<file path="config.mk">
export PLATFORM = sky130hd
export DESIGN_NAME = uart_rx_core
export DESIGN_NICKNAME = d
export VERILOG_FILES = /design/src/rtl/uart_pkg.sv /design/src/rtl/uart_baud_gen.sv /design/src/rtl/uart_rx_core.sv
export SDC_FILE = /design/constraint.sdc
export NUM_CORES = 1
export LEC_CHECK = 0
export ABC_AREA = 1
export CORE_ASPECT_RATIO = 2
export CORE_MARGIN = 1
export CORE_UTILIZATION = 40
export CTS_BUF_LIST = sky130_fd_sc_hd__clkbuf_4 sky130_fd_sc_hd__clkbuf_8 sky130_fd_sc_hd__clkbuf_16
export DETAILED_ROUTE_END_ITERATION = 7
export GPL_TIMING_DRIVEN = 0
export PLACE_DENSITY_LB_ADDON = 0.08
export SLEW_MARGIN = 20
export SYNTH_ARGS = -nofsm -noshare
export SYNTH_HDL_FRONTEND = slang
export SYNTH_SLANG_ARGS = --single-unit
</file>
<file path="constraint.sdc">
create_clock -name sys_clk -period 1.8 [get_ports sys_clk]
set_input_delay 0.18 -clock sys_clk [delete_from_list [all_inputs] [get_ports sys_clk]]
set_output_delay 0.18 -clock sys_clk [all_outputs]
set_load 0.01 [all_outputs]
</file>
<file path="src/rtl/uart_pkg.sv">
// Shared UART types and helpers, used by the receive core and the upcoming transmit core.
package uart_pkg;

   typedef enum logic [1:0] {
      PARITY_NONE,
      PARITY_ODD,
      PARITY_EVEN
   } parity_e;

   typedef enum logic [2:0] {
      RX_IDLE,
      RX_START,
      RX_DATA,
      RX_PARITY,
      RX_STOP,
      RX_WAIT_IDLE
   } rx_state_e;

   // Clocks per oversampling tick, rounded to nearest; 0 flags an unusable setting.
   function automatic int baud_div(input longint clk_freq, input longint baud, input longint os);
      longint den;
      den = baud * os;
      if (den <= 0) return 0;
      return int'((clk_freq + den / 2) / den);
   endfunction

endpackage

</file>
<file path="src/rtl/uart_baud_gen.sv">
// Oversampling tick source: a reloading down-counter emitting a one-cycle tick every DIV clocks.
module uart_baud_gen #(
   parameter int DIV = 27
) (
   input  logic sys_clk,
   input  logic sys_rst,
   input  logic restart,
   output logic tick
);

   localparam int            CW     = (DIV > 1) ? $clog2(DIV) : 1;
   localparam logic [CW-1:0] RELOAD = CW'(DIV - 1);

   logic [CW-1:0] cnt;

   if (DIV < 1) begin : g_bad_div
      $error("uart_baud_gen: DIV must be at least 1");
   end

   // Restart realigns the tick phase so the first tick lands a full DIV after the event.
   always_ff @(posedge sys_clk or posedge sys_rst) begin
      if (sys_rst) begin
         cnt  <= '0;
         tick <= 1'b0;
      end else if (restart) begin
         cnt  <= RELOAD;
         tick <= 1'b0;
      end else if (cnt == '0) begin
         cnt  <= RELOAD;
         tick <= 1'b1;
      end else begin
         cnt  <= cnt - 1'b1;
         tick <= 1'b0;
      end
   end

endmodule

</file>
<file path="src/rtl/uart_rx_core.sv">
// Parametrised UART receiver with majority-vote sampling and a valid/ready output stage.
//
//  state        | meaning
//  RX_IDLE      | line idle, watching for a falling edge
//  RX_START     | validating the start bit (majority 1 = false start)
//  RX_DATA      | shifting in DATA_BITS bits, LSB first
//  RX_PARITY    | sampling and checking the parity bit
//  RX_STOP      | sampling STOP_BITS stop bits
//  RX_WAIT_IDLE | framing error seen, waiting for the line to return high
module uart_rx_core
   import uart_pkg::*;
#(
   parameter int      CLK_FREQ   = 50_000_000,
   parameter int      BAUD_RATE  = 115200,
   parameter int      DATA_BITS  = 8,
   parameter parity_e PARITY     = PARITY_NONE,
   parameter int      STOP_BITS  = 1,
   parameter int      OVERSAMPLE = 16
) (
   input  logic                 sys_clk,
   input  logic                 sys_rst,
   input  logic                 uart_rx,
   output logic [DATA_BITS-1:0] rx_data,
   output logic                 rx_valid,
   input  logic                 rx_ready,
   output logic                 rx_frame_err,
   output logic                 rx_parity_err,
   output logic                 rx_overrun
);

   localparam int DIV    = baud_div(CLK_FREQ, BAUD_RATE, OVERSAMPLE);
   localparam int TW     = $clog2(OVERSAMPLE);
   localparam bit PAR_EN = (PARITY != PARITY_NONE);

   localparam logic [TW-1:0] T_LAST = TW'(OVERSAMPLE - 1);
   localparam logic [TW-1:0] T_S0   = TW'(OVERSAMPLE / 2 - 1);
   localparam logic [TW-1:0] T_S1   = TW'(OVERSAMPLE / 2);
   localparam logic [TW-1:0] T_S2   = TW'(OVERSAMPLE / 2 + 1);
   localparam logic [3:0]    LAST_DATA = 4'(DATA_BITS - 1);
   localparam logic [3:0]    LAST_STOP = 4'(STOP_BITS - 1);

   if (DIV < 1 || DATA_BITS < 5 || DATA_BITS > 9 || (STOP_BITS != 1 && STOP_BITS != 2) ||
       OVERSAMPLE < 4 || (OVERSAMPLE % 2) != 0) begin : g_bad_param
      $error("uart_rx_core: parameter out of range");
   end

   rx_state_e state, state_nxt;

   logic                 rx_meta, rx_sync, rx_prev;
   logic                 fall;
   logic                 restart, tick;
   logic [TW-1:0]        tick_cnt;
   logic                 samp0, samp1, maj, bit_done;
   logic [3:0]           bit_cnt;
   logic [DATA_BITS-1:0] shift_reg;
   logic                 frame_err_q, parity_err_q;
   logic                 frame_done, frame_err_fin;
   logic                 ones_odd, par_mismatch;

   always_ff @(posedge sys_clk or posedge sys_rst) begin
      if (sys_rst) begin
         rx_meta <= 1'b1;
         rx_sync <= 1'b1;
         rx_prev <= 1'b1;
      end else begin
         rx_meta <= uart_rx;
         rx_sync <= rx_meta;
         rx_prev <= rx_sync;
      end
   end

   assign fall = rx_prev & ~rx_sync;

   uart_baud_gen #(.DIV(DIV)) u_baud_gen (
      .sys_clk (sys_clk),
      .sys_rst (sys_rst),
      .restart (restart),
      .tick    (tick)
   );

   // Tick index within the current bit; restarted with the generator on the start edge.
   always_ff @(posedge sys_clk or posedge sys_rst) begin
      if (sys_rst) begin
         tick_cnt <= '0;
         samp0    <= 1'b0;
         samp1    <= 1'b0;
      end else if (restart) begin
         tick_cnt <= '0;
      end else if (tick) begin
         tick_cnt <= (tick_cnt == T_LAST) ? '0 : tick_cnt + 1'b1;
         if (tick_cnt == T_S0) samp0 <= rx_sync;
         if (tick_cnt == T_S1) samp1 <= rx_sync;
      end
   end

   assign bit_done = tick && (tick_cnt == T_S2);
   assign maj      = (samp0 & samp1) | (samp0 & rx_sync) | (samp1 & rx_sync);

   assign ones_odd     = (^shift_reg) ^ maj;
   assign par_mismatch = (PARITY == PARITY_ODD)  ? ~ones_odd :
                         (PARITY == PARITY_EVEN) ?  ones_odd : 1'b0;

   always_ff @(posedge sys_clk or posedge sys_rst) begin
      if (sys_rst) state <= RX_IDLE;
      else         state <= state_nxt;
   end

   always_comb begin
      state_nxt     = state;
      restart       = 1'b0;
      frame_done    = 1'b0;
      frame_err_fin = frame_err_q;
      case (state)
         RX_IDLE: begin
            if (fall) begin
               restart   = 1'b1;
               state_nxt = RX_START;
            end
         end
         RX_START: begin
            if (bit_done) state_nxt = maj ? RX_IDLE : RX_DATA;
         end
         RX_DATA: begin
            if (bit_done && bit_cnt == LAST_DATA) state_nxt = PAR_EN ? RX_PARITY : RX_STOP;
         end
         RX_PARITY: begin
            if (bit_done) state_nxt = RX_STOP;
         end
         RX_STOP: begin
            if (bit_done && bit_cnt == LAST_STOP) begin
               frame_done    = 1'b1;
               frame_err_fin = frame_err_q | ~maj;
               state_nxt     = frame_err_fin ? RX_WAIT_IDLE : RX_IDLE;
            end
         end
         RX_WAIT_IDLE: begin
            if (rx_sync) state_nxt = RX_IDLE;
         end
         default: state_nxt = RX_IDLE;
      endcase
   end

   // bit_cnt is reused for data and stop bits, cleared on every state change.
   always_ff @(posedge sys_clk or posedge sys_rst) begin
      if (sys_rst) begin
         bit_cnt      <= '0;
         shift_reg    <= '0;
         frame_err_q  <= 1'b0;
         parity_err_q <= 1'b0;
      end else if (restart) begin
         bit_cnt      <= '0;
         frame_err_q  <= 1'b0;
         parity_err_q <= 1'b0;
      end else if (bit_done) begin
         bit_cnt <= (state_nxt != state) ? '0 : bit_cnt + 1'b1;
         if (state == RX_DATA)   shift_reg    <= {maj, shift_reg[DATA_BITS-1:1]};
         if (state == RX_PARITY) parity_err_q <= par_mismatch;
         if (state == RX_STOP && !maj) frame_err_q <= 1'b1;
      end
   end

   // A completed frame loads only if the slot is free or being emptied this cycle.
   always_ff @(posedge sys_clk or posedge sys_rst) begin
      if (sys_rst) begin
         rx_data       <= '0;
         rx_valid      <= 1'b0;
         rx_frame_err  <= 1'b0;
         rx_parity_err <= 1'b0;
         rx_overrun    <= 1'b0;
      end else begin
         rx_overrun <= frame_done && rx_valid && !rx_ready;
         if (frame_done && (!rx_valid || rx_ready)) begin
            rx_data       <= shift_reg;
            rx_valid      <= 1'b1;
            rx_frame_err  <= frame_err_fin;
            rx_parity_err <= PAR_EN & parity_err_q;
         end else if (rx_valid && rx_ready) begin
            rx_valid <= 1'b0;
         end
      end
   end

endmodule

</file>
### Sizing map, run 1

Scale bar: 20 um.
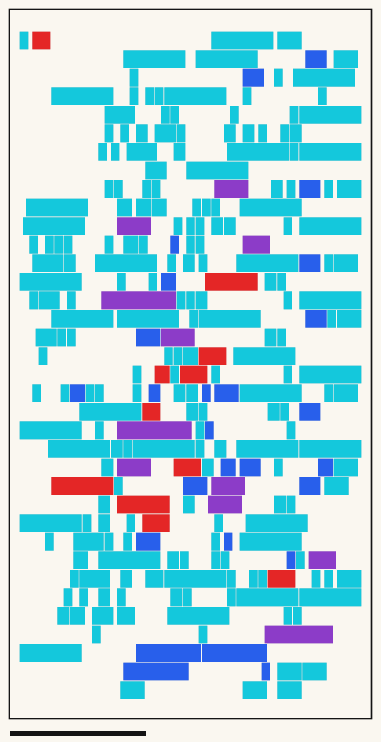
[x2] blue | cells: 26 | share: 10%
[x1 and smaller] cyan | cells: 208 | share: 81%
[x3 and x4] red | cells: 11 | share: 4.3%
[x6 and larger] purple | cells: 11 | share: 4.3%

### Where the registers sit, run 1

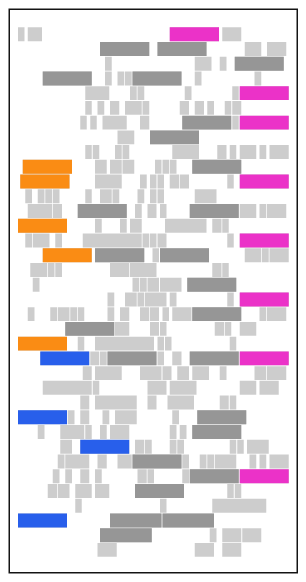
[rx_data] magenta | sequential cells: 8
[u_baud_gen.cnt] orange | sequential cells: 5 | where: middle left
[tick_cnt] blue | sequential cells: 4 | where: lower left
not coloured: 25
Seq power: 1.12 mW
fraction of area in registers: 42.5%
post-layout util: 50.5%
FF/Latch Area: 0.00105 mm^2

==> impl_metrics.csv, run 1 <==
group,metric,value,unit
floorplan,fp_util,42.2,%
grt,grt_use_met1,17.4,%
clock_network,insertion_delay,0.29,ns
sta,finalHoldViolations,0,
detailed_routing,met1Wirelength,1500,um
clock_network,clockBufferDepth,2,
cells_and_area,final_cell_mix,"nand2_1, dfrtp_1, inv_1, nor2_1, clkdlybuf4s50_1",
sta,fmax,595,MHz
placement,gp_congestion,0.759,
cells_and_area,clkbuf_count,6,
power,power_clock,0.919,mW
power,total_power,2.43,mW
logic_synthesis,ys_sh_xor,1.69,%
power,ir_drop,772,uV
cells_and_area,nets,265,
sta,fin_tns_setup,0,ns
detailed_routing,firstDrtPassIters,5,
detailed_routing,wl_met3,64,um
cells_and_area,final_common_cell,"nand2_1",
power,largestPowerGroup,"registers",
placement,portBuffers,14,
clock_network,cts_setup_buffers,0,
cells_and_area,mi_logic_area,856,um^2
logic_synthesis,netlist_area,0.00207,mm^2
critical_path,critPathLaunch,"bit_cnt[0]$_DFFE_PP0P_",
critical_path,worst_ep_arrival_time,1.87,ns
logic_synthesis,synthCells,233,
detailed_routing,antenna_left,0,
logic_synthesis,ys_types,32,
cells_and_area,comb_area_share,34.5,%
cells_and_area,finalNonFillerCells,313,
logic_synthesis,synth-area-yosys,0.00207,mm^2
clock_network,htreeDepth,2,
run_status,outcome,"complete, no violations",
### Signal metal coverage by tile, run 1

Scale bar: 20 um. The die is cut into 11 by 21 equal tiles; dark purple is low, yellow is high, scaled to the fullest tile. Values are wire area over tile area, all layers added.
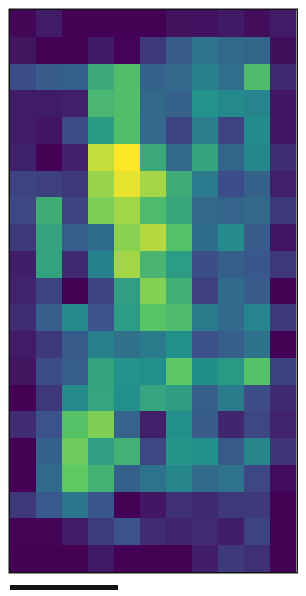
nearly empty tiles: 12%
fullest tile: 0.35
mean over tiles: 0.11
densest ninth of the die: centre
tiles over half the peak: 22%

### Cell outlines without signal wires, run 1

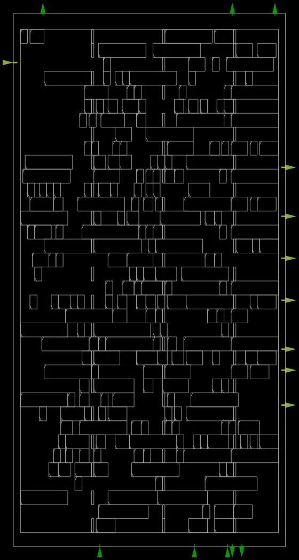

==> run 2, diff against run 1 <==
--- a/config.mk
+++ b/config.mk
@@ -6,12 +6,14 @@
 export NUM_CORES = 1
 export LEC_CHECK = 0
 export ABC_AREA = 1
+export CAP_MARGIN = 20
 export CORE_ASPECT_RATIO = 2
 export CORE_MARGIN = 1
 export CORE_UTILIZATION = 40
 export CTS_BUF_LIST = sky130_fd_sc_hd__clkbuf_4 sky130_fd_sc_hd__clkbuf_8 sky130_fd_sc_hd__clkbuf_16
 export DETAILED_ROUTE_END_ITERATION = 7
 export GPL_TIMING_DRIVEN = 0
+export HOLD_SLACK_MARGIN = 0.06
 export PLACE_DENSITY_LB_ADDON = 0.08
 export SLEW_MARGIN = 20
 export SYNTH_ARGS = -nofsm -noshare
==> constraint.sdc (replaced) <==
create_clock -name sys_clk -period 2.1 [get_ports sys_clk]
set_input_delay 0.21 -clock sys_clk [delete_from_list [all_inputs] [get_ports sys_clk]]
set_output_delay 0.21 -clock sys_clk [all_outputs]
set_load 0.01 [all_outputs]
### Cell outlines without signal wires, run 2

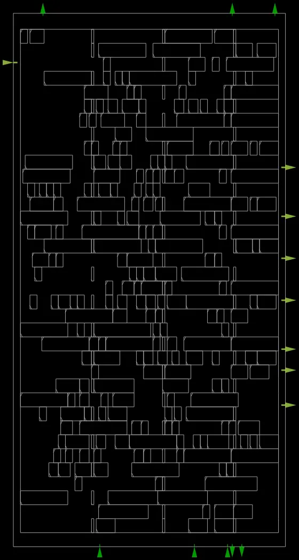
tap cell count: 57
non-filler cells, final: 313
Core Area: 0.00491 mm^2

### Signal metal coverage by tile, run 2

Scale bar: 20 um. The die is cut into 11 by 21 equal tiles; dark purple is low, yellow is high, scaled to the fullest tile. Values are wire area over tile area, all layers added.
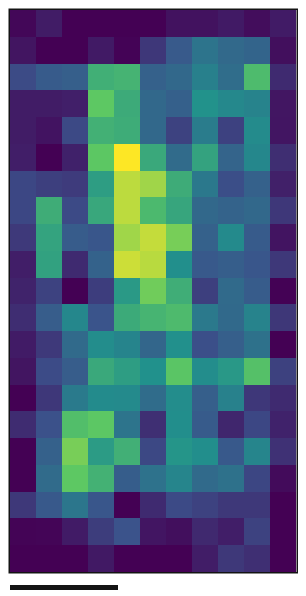
fullest tile: 0.35
nearly empty tiles: 12%
mean over tiles: 0.11

==> impl_metrics.csv, run 2 <==
group,metric,value,unit
run_status,outcome,"complete, no violations",
critical_path,worst_ep_arrival_time,1.88,ns
cells_and_area,final_common_cell,"nand2_1",
cells_and_area,mi_logic_area,828,um^2
detailed_routing,met1Wirelength,1500,um
cells_and_area,sh_seq_area,43.0,%
logic_synthesis,netlist_area,0.00207,mm^2
critical_path,critPathLaunch,"tick_cnt[1]$_DFFE_PP0P_",
logic_synthesis,synth-area-yosys,0.00207,mm^2
clock_network,clockBufferDepth,2,
power,power_clock,0.788,mW
placement,gp_congestion,0.759,
cells_and_area,clkbuf_count,6,
logic_synthesis,ys_sh_xor,1.69,%
placement,portBuffers,14,
cells_and_area,post-route-util,49.9,%
detailed_routing,antenna_left,0,
power,ir_drop,660,uV
grt,grt_use_met1,17.4,%
cells_and_area,final_cell_mix,"nand2_1, dfrtp_1, inv_1, nor2_1, clkdlybuf4s50_1",
cells_and_area,nets,265,
power,largestPowerGroup,"registers",
sta,fmax,591,MHz
logic_synthesis,synthCells,233,
cells_and_area,comb_area_share,33.8,%
### Where the registers sit, run 2

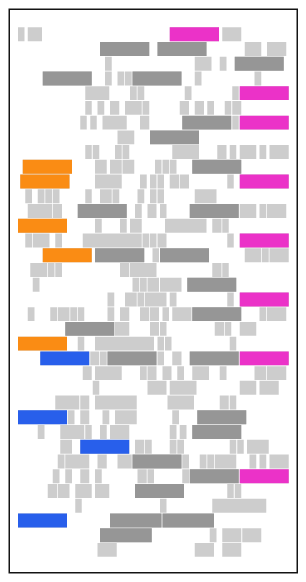

==> run 3, diff against run 2 <==
==> constraint.sdc (replaced) <==
create_clock -name sys_clk -period 1.6 [get_ports sys_clk]
set_input_delay 0.16 -clock sys_clk [delete_from_list [all_inputs] [get_ports sys_clk]]
set_output_delay 0.16 -clock sys_clk [all_outputs]
set_load 0.01 [all_outputs]
### Where the registers sit, run 3

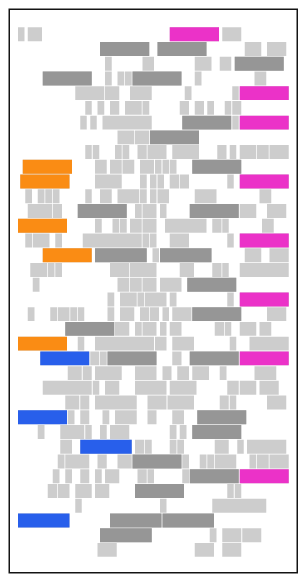
[tick_cnt] blue | sequential cells: 4 | where: lower left
[rx_data] magenta | sequential cells: 8
[u_baud_gen.cnt] orange | sequential cells: 5 | where: middle left
not coloured: 25

==> impl_metrics.csv, run 3 <==
group,metric,value,unit
critical_path,critPathLaunch,"bit_cnt[1]$_DFFE_PP0P_",
cells_and_area,comb_area_share,34.4,%
placement,gp_congestion,0.759,
cells_and_area,final_cell_mix,"nand2_1, dfrtp_1, inv_1, buf_4, nor2_1",
detailed_routing,wl_met3,72,um
logic_synthesis,synthCells,233,
clock_network,insertion_delay,0.30,ns
floorplan,taps,57,
floorplan,core_area,0.00491,mm^2
critical_path,worst_ep_arrival_time,1.77,ns
grt,grt_use_met1,17.6,%
cells_and_area,clkbuf_count,6,
clock_network,cts_setup_buffers,3,
power,power_clock,1.04,mW
cells_and_area,final_common_cell,"nand2_1",
clock_network,clockBufferDepth,2,
cells_and_area,sh_seq_area,38.6,%
detailed_routing,antenna_left,0,
cells_and_area,nets,281,
cells_and_area,mi_logic_area,945,um^2
logic_synthesis,ys_types,32,
power,ir_drop,866,uV
clock_network,htreeDepth,2,
power,total_power,2.82,mW
floorplan,fp_util,42.2,%
placement,portBuffers,14,
cells_and_area,seqCellArea,0.00106,mm^2
run_status,outcome,"complete, no violations",
### Cell outlines without signal wires, run 3

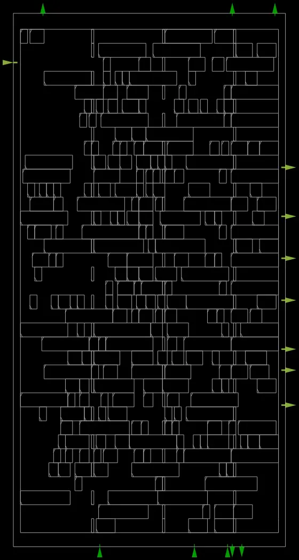
post-layout util: 55.9%
flop count: 42
non-filler cells, final: 329
number of fill cells: 440
row count: 36

Power is estimated from default activity; no workload was simulated.
